==> images/layer_met3.png <==
Scale bar: 20 um.
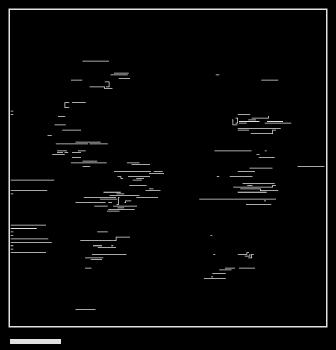
==> images/layer_met1.png <==
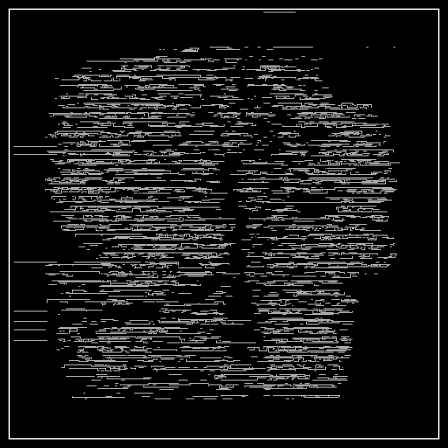
[src/rtl/pong_score_ctrl_pkg.sv]
// Shared types and constants for the pong score controller.
// Holds the FSM state encoding, winner codes, the blank display nibble and
// the binary-to-BCD helper used to build the scoreboard value.
package pong_score_ctrl_pkg;

  typedef enum logic [2:0] {
    ST_IDLE       = 3'd0,
    ST_SERVE_WAIT = 3'd1,
    ST_PLAY       = 3'd2,
    ST_POINT      = 3'd3,
    ST_GAME_OVER  = 3'd4
  } state_t;

  localparam logic [1:0] WIN_NONE  = 2'b00;
  localparam logic [1:0] WIN_P1    = 2'b01;
  localparam logic [1:0] WIN_P2    = 2'b10;
  localparam logic [3:0] BCD_BLANK = 4'hF;
  localparam int         BALL_X_W  = 12;

  // 0..99 -> {tens, ones}; repeated subtraction keeps it divider-free.
  function automatic logic [7:0] bin2bcd(input logic [6:0] v);
    logic [6:0] rem;
    logic [3:0] tens;
    rem  = v;
    tens = 4'd0;
    for (int i = 0; i < 9; i++) begin
      if (rem >= 7'd10) begin
        rem  = rem - 7'd10;
        tens = tens + 4'd1;
      end
    end
    return {tens, rem[3:0]};
  endfunction

endpackage

[src/rtl/pong_score_ctrl_if.sv]
// Bus between the game-object update stage and the score controller.
//   frame_tick/ball_x/start : update stage -> controller
//   play_en/serve_req/serve_dir/score_p1/score_p2/winner/disp_value :
//                             controller -> update stage and display
// master = update stage side, slave = score controller side.
interface pong_score_ctrl_if #(
  parameter int SCORE_W = 4
);
  logic                 frame_tick;
  logic [11:0]          ball_x;
  logic                 start;
  logic                 play_en;
  logic                 serve_req;
  logic                 serve_dir;
  logic [SCORE_W-1:0]   score_p1;
  logic [SCORE_W-1:0]   score_p2;
  logic [1:0]           winner;
  logic [23:0]          disp_value;

  modport master (
    output frame_tick, ball_x, start,
    input  play_en, serve_req, serve_dir, score_p1, score_p2, winner, disp_value
  );

  modport slave (
    input  frame_tick, ball_x, start,
    output play_en, serve_req, serve_dir, score_p1, score_p2, winner, disp_value
  );
endinterface

[src/rtl/pong_score_ctrl_frame_timer.sv]
// Frame counter for the serve delay.
//   clk, rst : clock, async active-high reset
//   i_clr    : synchronous clear (wins over counting)
//   i_en     : counting allowed
//   i_tick   : frame pulse
//   o_tc     : combinational pulse on the tick that brings the count to TERM
module pong_score_ctrl_frame_timer #(
  parameter int TERM = 60
) (
  input  logic clk,
  input  logic rst,
  input  logic i_clr,
  input  logic i_en,
  input  logic i_tick,
  output logic o_tc
);
  localparam int CNT_W = $clog2(TERM + 1);

  logic [CNT_W-1:0] r_cnt;

  always_ff @(posedge clk or posedge rst) begin
    if (rst)                r_cnt <= '0;
    else if (i_clr)         r_cnt <= '0;
    else if (i_en && i_tick) r_cnt <= r_cnt + 1'b1;
  end

  assign o_tc = i_en && i_tick && (r_cnt == CNT_W'(TERM - 1));
endmodule

[src/rtl/pong_score_ctrl.sv]
// Match/score controller. Samples ball X once per frame in PLAY, detects
// goals at either edge, keeps scores, sequences serve delay / play / game
// over, and drives the scoreboard BCD and ball-motion enable.
//   clk, rst : clock, async active-high reset
//   bus      : slave side of pong_score_ctrl_if (see interface header)
module pong_score_ctrl
  import pong_score_ctrl_pkg::*;
#(
  parameter int SCREEN_W     = 640,
  parameter int BALL_W       = 32,
  parameter int WIN_SCORE    = 9,
  parameter int SCORE_W      = 4,
  parameter int SERVE_FRAMES = 60
) (
  input  logic                clk,
  input  logic                rst,
  pong_score_ctrl_if.slave    bus
);
  // A zero-frame delay still needs one tick to launch the serve.
  localparam int                 TERM  = (SERVE_FRAMES == 0) ? 1 : SERVE_FRAMES;
  localparam logic [SCORE_W-1:0] WIN_S = SCORE_W'(WIN_SCORE);

  state_t               r_state, w_nxt_state;
  logic                 r_play_en, w_nxt_play_en;
  logic                 r_serve_req, w_nxt_serve_req;
  logic                 r_serve_dir, w_nxt_serve_dir;
  logic [SCORE_W-1:0]   r_p1, w_nxt_p1;
  logic [SCORE_W-1:0]   r_p2, w_nxt_p2;
  logic [1:0]           r_winner, w_nxt_winner;
  logic                 w_clr, w_tc;
  logic                 w_left, w_right;
  logic [12:0]          w_right_edge;

  pong_score_ctrl_frame_timer #(.TERM(TERM)) u_timer (
    .clk    (clk),
    .rst    (rst),
    .i_clr  (w_clr),
    .i_en   (r_state == ST_SERVE_WAIT),
    .i_tick (bus.frame_tick),
    .o_tc   (w_tc)
  );

  // 13-bit sum so ball_x near 4095 cannot wrap below the goal line.
  assign w_right_edge = {1'b0, bus.ball_x} + 13'(BALL_W);
  assign w_left       = (bus.ball_x == '0);
  assign w_right      = (w_right_edge >= 13'(SCREEN_W));

  always_ff @(posedge clk or posedge rst) begin
    if (rst) begin
      r_state     <= ST_IDLE;
      r_play_en   <= 1'b0;
      r_serve_req <= 1'b0;
      r_serve_dir <= 1'b1;
      r_p1        <= '0;
      r_p2        <= '0;
      r_winner    <= WIN_NONE;
    end else begin
      r_state     <= w_nxt_state;
      r_play_en   <= w_nxt_play_en;
      r_serve_req <= w_nxt_serve_req;
      r_serve_dir <= w_nxt_serve_dir;
      r_p1        <= w_nxt_p1;
      r_p2        <= w_nxt_p2;
      r_winner    <= w_nxt_winner;
    end
  end

  always_comb begin
    w_nxt_state     = r_state;
    w_nxt_play_en   = r_play_en;
    w_nxt_serve_req = 1'b0;
    w_nxt_serve_dir = r_serve_dir;
    w_nxt_p1        = r_p1;
    w_nxt_p2        = r_p2;
    w_nxt_winner    = r_winner;
    w_clr           = 1'b0;
    case (r_state)
      ST_IDLE: begin
        if (bus.start) begin
          w_nxt_state = ST_SERVE_WAIT;
          w_clr       = 1'b1;
        end
      end
      ST_SERVE_WAIT: begin
        if (w_tc) begin
          w_nxt_serve_req = 1'b1;
          w_nxt_play_en   = 1'b1;
          w_nxt_state     = ST_PLAY;
        end
      end
      ST_PLAY: begin
        if (bus.frame_tick) begin
          // Left edge checked first; serve goes toward whoever conceded.
          if (w_left) begin
            w_nxt_p2        = r_p2 + 1'b1;
            w_nxt_serve_dir = 1'b0;
            w_nxt_play_en   = 1'b0;
            w_nxt_state     = ST_POINT;
          end else if (w_right) begin
            w_nxt_p1        = r_p1 + 1'b1;
            w_nxt_serve_dir = 1'b1;
            w_nxt_play_en   = 1'b0;
            w_nxt_state     = ST_POINT;
          end
        end
      end
      ST_POINT: begin
        if (r_p1 == WIN_S) begin
          w_nxt_winner = WIN_P1;
          w_nxt_state  = ST_GAME_OVER;
        end else if (r_p2 == WIN_S) begin
          w_nxt_winner = WIN_P2;
          w_nxt_state  = ST_GAME_OVER;
        end else begin
          w_nxt_state = ST_SERVE_WAIT;
          w_clr       = 1'b1;
        end
      end
      ST_GAME_OVER: begin
        w_nxt_play_en = 1'b0;
        if (bus.start) begin
          w_nxt_p1        = '0;
          w_nxt_p2        = '0;
          w_nxt_winner    = WIN_NONE;
          w_nxt_serve_dir = 1'b1;
          w_nxt_state     = ST_SERVE_WAIT;
          w_clr           = 1'b1;
        end
      end
      default: w_nxt_state = ST_IDLE;
    endcase
  end

  assign bus.play_en    = r_play_en;
  assign bus.serve_req  = r_serve_req;
  assign bus.serve_dir  = r_serve_dir;
  assign bus.score_p1   = r_p1;
  assign bus.score_p2   = r_p2;
  assign bus.winner     = r_winner;
  assign bus.disp_value = {bin2bcd(7'(r_p1)), BCD_BLANK, BCD_BLANK, bin2bcd(7'(r_p2))};
endmodule

[src/flat_wrapper.sv]
// flat-port wrapper written by rule: the top's interface ports become plain ports
module pong_score_ctrl_flat import pong_score_ctrl_pkg::*;
#(
  parameter int SCREEN_W     = 640,
  parameter int BALL_W       = 32,
  parameter int WIN_SCORE    = 9,
  parameter int SCORE_W      = 4,
  parameter int SERVE_FRAMES = 60
)
  (clk, rst, bus_frame_tick, bus_ball_x, bus_start, bus_play_en, bus_serve_req, bus_serve_dir, bus_score_p1, bus_score_p2, bus_winner, bus_disp_value);
  pong_score_ctrl_if #(.SCORE_W(SCORE_W)) bus_i ();
  input  logic clk;
  input  logic rst;
  input wire logic [$bits(bus_i.frame_tick)-1:0] bus_frame_tick;
  input wire logic [$bits(bus_i.ball_x)-1:0] bus_ball_x;
  input wire logic [$bits(bus_i.start)-1:0] bus_start;
  output wire logic [$bits(bus_i.play_en)-1:0] bus_play_en;
  output wire logic [$bits(bus_i.serve_req)-1:0] bus_serve_req;
  output wire logic [$bits(bus_i.serve_dir)-1:0] bus_serve_dir;
  output wire logic [$bits(bus_i.score_p1)-1:0] bus_score_p1;
  output wire logic [$bits(bus_i.score_p2)-1:0] bus_score_p2;
  output wire logic [$bits(bus_i.winner)-1:0] bus_winner;
  output wire logic [$bits(bus_i.disp_value)-1:0] bus_disp_value;
  assign bus_i.frame_tick = bus_frame_tick;
  assign bus_i.ball_x = bus_ball_x;
  assign bus_i.start = bus_start;
  assign bus_play_en = bus_i.play_en;
  assign bus_serve_req = bus_i.serve_req;
  assign bus_serve_dir = bus_i.serve_dir;
  assign bus_score_p1 = bus_i.score_p1;
  assign bus_score_p2 = bus_i.score_p2;
  assign bus_winner = bus_i.winner;
  assign bus_disp_value = bus_i.disp_value;
  pong_score_ctrl #(.SCREEN_W(SCREEN_W), .BALL_W(BALL_W), .WIN_SCORE(WIN_SCORE), .SCORE_W(SCORE_W), .SERVE_FRAMES(SERVE_FRAMES)) u_core (.clk(clk), .rst(rst), .bus(bus_i));
endmodule
[config.mk]
export PLATFORM = sky130hd
export DESIGN_NAME = pong_score_ctrl_flat
export DESIGN_NICKNAME = d
export VERILOG_FILES = /design/src/rtl/pong_score_ctrl_pkg.sv /design/src/rtl/pong_score_ctrl_if.sv /design/src/rtl/pong_score_ctrl_frame_timer.sv /design/src/rtl/pong_score_ctrl.sv /design/src/flat_wrapper.sv
export SDC_FILE = /design/constraint.sdc
export NUM_CORES = 1
export LEC_CHECK = 0
export CORE_MARGIN = 10
export CORE_UTILIZATION = 60
export DETAILED_ROUTE_END_ITERATION = 7
export GPL_TIMING_DRIVEN = 0
export PLACE_DENSITY = 0.82
export REMOVE_ABC_BUFFERS = 1
export SETUP_SLACK_MARGIN = 0.15
export SKIP_LAST_GASP = 1
export SYNTH_ARGS = -nofsm -noshare
export SYNTH_HDL_FRONTEND = slang
export SYNTH_SLANG_ARGS = --single-unit
[constraint.sdc]
create_clock -name clk -period 20.1 [get_ports clk]
set_input_delay 4.02 -clock clk [delete_from_list [all_inputs] [get_ports clk]]
set_output_delay 4.02 -clock clk [all_outputs]
set_load 0.03 [all_outputs]
==> flow_summary_export.csv <==
group,metric,value,unit
clocking,clock-root-buffer,"clkbuf_8",
clocking,cts_num_sinks,22,
power,p_leak,0.00288,uW
synthesis,syn_area_per_cell,7.43,um^2
final_timing,holdWs,0.483,ns
clocking,clk_latency,0.26,ns
hold_path,worstHoldPathCells,1,
run_status,outcome,"finished clean",
routing,vias_per_cell,6.46,
synthesis,yosysUniqueCellTypes,116,
final_timing,setup-tns-final,0,ns
placed_design,dpl-instance-area,6960,um^2
clocking,htree_levels,1,
hold_path,holdCritStartpoint,"u_core.bus.play_en",
floorplanning,die_h,125,um
final_timing,setup_viol,0,
grt,grt_overflow,0,
layout,fillCellCount,1010,
synthesis,mappedNetlistArea,6550,um^2
hold_path,worstHoldEndpoint,"u_core.bus.play_en",
clocking,cts_resized,0,
layout,final_cells,1039,
final_timing,min_period_over_period,93.2,%
critical_path,r2r_setup_slack,17.78,ns
floorplanning,die-area,15500,um^2
hold_path,hp-class,"reg2reg",
final_timing,tightest_slew,1.08,ns
final_timing,hold_violations,0,
critical_path,reg2reg_from,"u_core.r_state[0]",
placed_design,io_buffers,44,
layout,final_cell_mix,"87 x nand2_1, 60 x nor2_1, 52 x o21ai_0",
critical_path,critPathMaxFanout,15,
synthesis,synthArstFlopShare,100,%
floorplanning,rows,38,
critical_path,reg2reg_depth,6,
layout,final_cell_area,7030,um^2
power,ir_drop,52.2,uV
final_timing,rsz0062_at_grt,"no",
routing,wire_per_inst,15.6,um
layout,area_delta_synth_final,7.29,%
job,maxCapViolCount,0,
routing,drtIter0Drc,654,
placed_design,place_inst,1035,
grt,grt_first_pass_wirelength,28000,um
grt,grt_pass1_vias,6173,
grt,antenna_found_initial,0,
final_timing,fmax,53.4,MHz
floorplanning,core,10700,um^2
layout,drive_gt1_share,10.9,%
placed_design,hpwl,12900,um
routing,vias,6710,
clocking,cts_tree,"yes",
synthesis,area_leaders,"ha_1 9.5%, dfrtp_1 8.0%, xnor2_1 5.7%, nand2_1 5.0%, o21ai_0 4.0%",
critical_path,cp-end-kind,"output port",
routing,drtAntennaViolNets,0,
synthesis,ys_warn_count,0,
clocking,hold_buffers,0,
clocking,path_clk_slew,0.08,ns
Back to the opening pictures, layer_met3.png:
longest straight run: 29.9 um
main direction: horizontal
nets with wire on the layer: 104

Back to the opening pictures, layer_met1.png:
main direction: horizontal
share of all routed wire: 46%
longest straight run: 33.1 um

==> area by class of cell <==
type                       count  area, um^2  area share (%)
tap                          140         175            2.49
clock buffer                   3        41.3           0.587
sequential                    22         552            7.85
multi-input combinational    778        5600            79.7
timing repair buffer          44         440            6.26
inverter                      51         191            2.72
clock inverter                 1        30.0           0.427
==> per-stage QoR <==
stage	total power (uW)	setup WS (ns)
finish	113	1.38
global route	121	0.199
CTS	114	1.62
detailed placement	73.2	1.97
global placement	72.2	2.16
floorplan	66.5	4.11
==> how the worst max path moves through the flow <==
stage	from	slack, ns	to
2_1_floorplan	u_core.bus.score_p1[1]	4.11	bus_disp_value[17]
3_5_place_dp	u_core.bus.score_p1[1]	1.97	bus_disp_value[21]
5_1_grt	u_core.bus.score_p1[1]	0.20	bus_disp_value[21]
4_1_cts	u_core.bus.score_p1[1]	1.62	bus_disp_value[21]
3_3_place_gp	u_core.bus.score_p1[1]	2.16	bus_disp_value[21]
6_report	u_core.bus.score_p1[1]	1.38	bus_disp_value[21]
==> layer usage <==
| metal | up-vias | GRT usage, % | share of wire [%] |
|---|---|---|---|
| li1 | 3364 | - | - |
| met1 | 3103 | 25.8 | 46 |
| met2 | 227 | 33.7 | 48 |
| met3 | 16 | 1.83 | 4.7 |
| met4 | 0 | 4.04 | 0.97 |
| met5 | - | 0 | 0 |
==> where the power goes <==
part | internal [uW] | total (uW) | switching [uW] | leakage (uW)
clock | 26.6 | 40.9 | 14.3 | 0.0000357
combinational | 8.18 | 18.1 | 9.93 | 0.00256
sequential | 49.3 | 54.2 | 4.90 | 0.000281
total | 84.0 | 113 | 29.1 | 0.00288
==> synthesized netlist by cell type, types with 5 or more instances <==
cell type  instances
nand2_1           87
nor2_1            60
o21ai_0           52
ha_1              50
inv_1             48
xnor2_1           43
a21oi_1           40
nand3_1           40
dfrtp_1           21
buf_4             19
o211ai_1          19
a21o_1            17
mux2i_1           17
mux2_2            16
nor3_1            16
xor2_1            16
o21a_1            13
o31ai_1           12
and2_1            11
buf_2             11
nor2b_1           11
nor4_1            11
o21ai_1           10
nand2b_1           9
a211oi_1           8
and3_1             8
nand3b_1           8
nand4_1            8
a31oi_1            7
clkbuf_1           7
o22ai_1            7
o2111ai_1          6
o31a_1             6
or2_2              6
or3_1              6
or4_1              6
a21boi_0           5
a22oi_1            5
a31o_2             5
nor3_2             5
o21bai_1           5
o221a_2            5
==> cell families after synthesis <==
group           after synthesis  synth area share [%]
flops                        22                  8.42
fa+ha+maj                    50                  9.55
buf+inv                      89                  6.51
mux                          37                  6.20
xor+xnor                     61                  8.48
other cells                   1                0.0572
simple gates                327                  26.6
compound gates              295                  34.2
==> state kept, by name (all words and copies together) (netlist names) <==
register and cells:
u_core.bus.serve_dir 1, u_core.bus.serve_req 1, u_core.u_timer.r_cnt 6, u_core.bus.score_p2 4
u_core.bus.winner 2, u_core.bus.play_en 1, u_core.bus.score_p1 4, u_core.r_state 3
No activity file was given, so power comes from the tool's default toggle rates.
